**Run 1: logic cells by family**

Bar = 20 um.
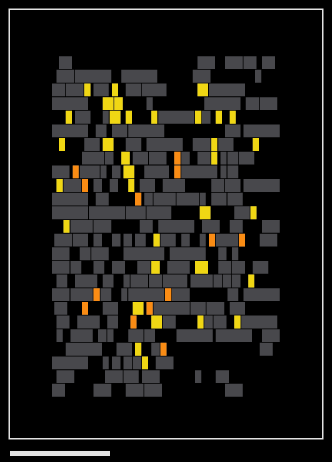
**Run 1: signal wires by layer**

Bar = 20 um.
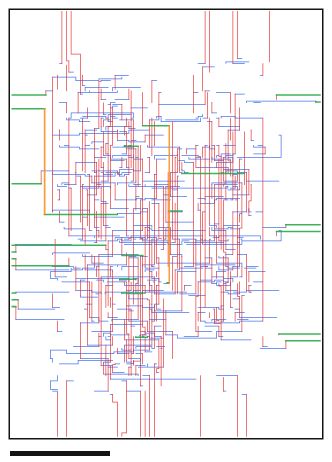
**Run 1: cell outlines without signal wires**

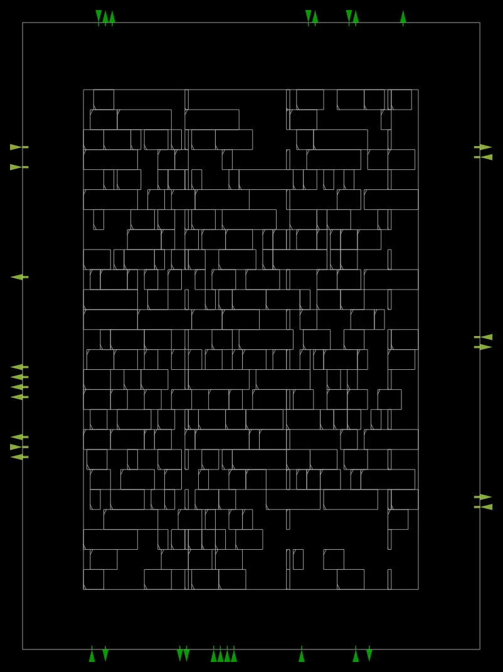
Design rr_out_sched_flat, sky130hd; sources not shown.
==> impl_metrics.ini, run 1 <==
; physical design summary
[status]
status = completed

[yosys]
ff_type = dfxtp_1
edf_count = 0
synth_area_sq_um = 1600
adder_share_pct = 8.60
ys_sh_simple_pct = 23.7
ys_seq_share_pct = 31.3
synth_top_area_share_pct = 31.3
ys_cells = 189

[final_timing]
hold_viol_final = 0
fin_crit_ps = 2210
setup_slack_ps = 269
fin_worst_skew_ps = 4.56
fin_crit_sh_pct = 89.2
setup_violations = 0

[cells_and_area]
utilization_pct = 62.4
largestClassByArea = multi-input combinational cells
ff_count = 25
layout_top_cells = 25 x dfxtp_1, 23 x clkdlybuf4s50_1, 22 x nor2_1
mi_logic_area_sq_um = 968
n_all_buffers = 36
clock_area_share_pct = 2.52
bufAreaShareNonClock_pct = 16.4
fillCellCount = 292
area_delta_synth_final_pct = 20.8
layout_top_cell = dfxtp_1
drive_gt1_share_pct = 12.0

[clock_network]
tritoncts = done
postCtsHoldBufs = 0
cts-resized-gates = 0
cts_made_buffers = 3

[floorplan]
die_h_um = 85.3

[critical_path]
end_kind = output pin
rr_worst_depth = 5
arrival_ps = 1840
worst-path-buf-inv = 2
cp.required_ps = 2110
critPathKind = register to output pin
cp_cell_sequence = inv_1, ha_1, and2_1, clkdlybuf4s50_1

[route]
drtAntennaViolNets = 0
routedWlPerCell_um = 13.7
wl_met3_um = 144
drt-vias-per-instance = 5.41

[power]
p_seq_mw = 0.457
power.share.sequential_pct = 43.1
combPwrFrac_pct = 33.2
top_power_group = sequential cells
power.internal_mw = 0.695

[worst_hold_path]
min_delay_path_depth = 2

[grt]
grt_pass1_wl_um = 6080
grt-busiest-layer = met2
grt_pass1_vias = 1445
grt_antenna_before_repair = 0
grt_overflow = 0
grt_max_degree = 16

[flow_run]
log.warning_count = 33
timing.max_cap.violations = 0

[place]
dp_cells = 253
gp_congestion = 0.788
post-dp-hpwl_um = 2690
Notes on 'logic cells by family' above:
inv cells: shown in orange, cells 13. nor cells: shown in yellow, cells 34.
Final Non-Filler Cells: 257
fraction of area in multi-input gates: 50.1%

Notes on 'signal wires by layer' above:
metal 1: shown in blue, wire length 1,440 um. metal 2: shown in red, wire length 1,870 um. metal 3: shown in green, wire length 145 um. metal 4: shown in orange, wire length 52.4 um.
overall routing resource usage: 13.6%
WL final: 3510 um
routed vias: 1,391

Notes on 'cell outlines without signal wires' above:
sequential share of cell area: 25.9%
Tap Cells: 40

==> run 2, diff against run 1 <==
CORE_MARGIN = 4   (was 8)
**Run 2: cell outlines without signal wires**

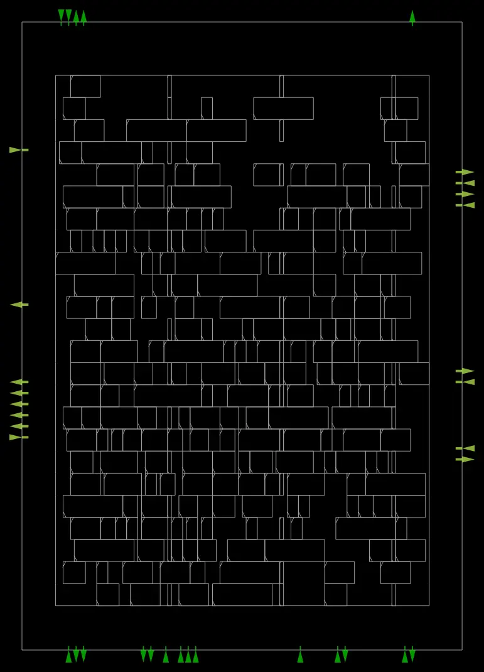
Final Non-Filler Cells: 256
core area: 3000 sq um

**Run 2: where the registers sit**

Bar = 20 um. Other sequential cells in the stronger gray, the rest of the logic in the fainter gray.
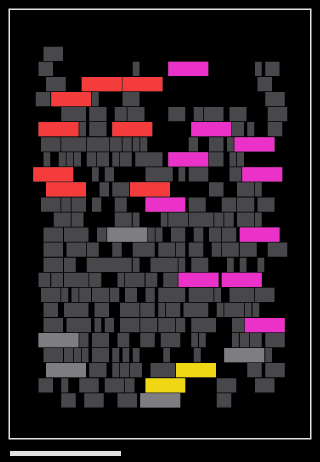
u_core.wd_q: shown in magenta, flops 10. u_core.burst_q: shown in red, flops 8, where top left. u_core.state_q: shown in yellow, flops 2.
sequential share of cell area: 25.9%
post-layout util: 64.3%
register area: 500 sq um
sequential power: 0.458 mW

==> run 2 against run 1 <==
Critical path depth did not move. Highest routed layer unchanged. Clock skew shrank 1.0 ps. Global-route usage grew 4.9 points.
==> impl_metrics.ini, run 2 <==
; physical design summary
[cells_and_area]
n_all_buffers = 36
mi_logic_area_sq_um = 968
fillCellCount = 273
area_delta_synth_final_pct = 20.7
ff_count = 25
comb_share_pct = 50.1
drive_gt1_share_pct = 12.0
layout_top_cells = 25 x dfxtp_1, 23 x clkdlybuf4s50_1, 22 x nor2_1
clock_buffers = 3
largestClassByArea = multi-input combinational cells
bufAreaShareNonClock_pct = 16.4

[route]
drt-vias-per-instance = 5.54
drt_wl_total_um = 3420
wl_met3_um = 97
routedWlPerCell_um = 13.3
drtAntennaViolNets = 0

[power]
powerComb_mw = 0.349
power.internal_mw = 0.694
combPwrFrac_pct = 33.3
top_power_group = sequential cells
power.share.sequential_pct = 43.7

[yosys]
adder_share_pct = 8.60
ff_type = dfxtp_1
synth_top_area_share_pct = 31.3
synth_cell_types = 45
ys_seq_share_pct = 31.3
ys_sh_simple_pct = 23.7
netlist_instances = 189
ys_sh_mux_pct = 3.99
ys_cells = 189
edf_count = 0

[final_timing]
hold_viol_final = 0
fin_crit_sh_pct = 88.3
setup_violations = 0
fin_worst_skew_ps = 3.54
slew_viol_final = 0
setup_slack_ps = 290

[critical_path]
rr_worst_depth = 6
cp.required_ps = 2110
cp_cell_sequence = inv_1, ha_1, and2_1, clkdlybuf4s50_1
worst-path-buf-inv = 2
arrival_ps = 1820
critPathKind = register to output pin
end_kind = output pin

[clock_network]
tritoncts = done
cts-resized-gates = 0
htreeDepth = 1
postCtsHoldBufs = 0
cts_made_buffers = 3

[grt]
grt.total_usage_pct = 18.5
grt_max_degree = 16
grt_pass1_vias = 1467
use_met3_pct = 2.52
grt_antenna_before_repair = 0
grt_overflow = 0
grt_pass1_wl_um = 6130

[floorplan]
fp-row-count = 24
die_w_um = 54.2
tap_cells = 39
die_h_um = 77.3

[place]
post-dp-hpwl_um = 2750
gp_congestion = 0.859
io_buffers = 23
dp_cells = 252

[status]
status = completed

[worst_hold_path]
min_delay_path_depth = 2

[flow_run]
log.warning_count = 33
timing.max_cap.violations = 0
No activity file was given, so power comes from the tool's default toggle rates.
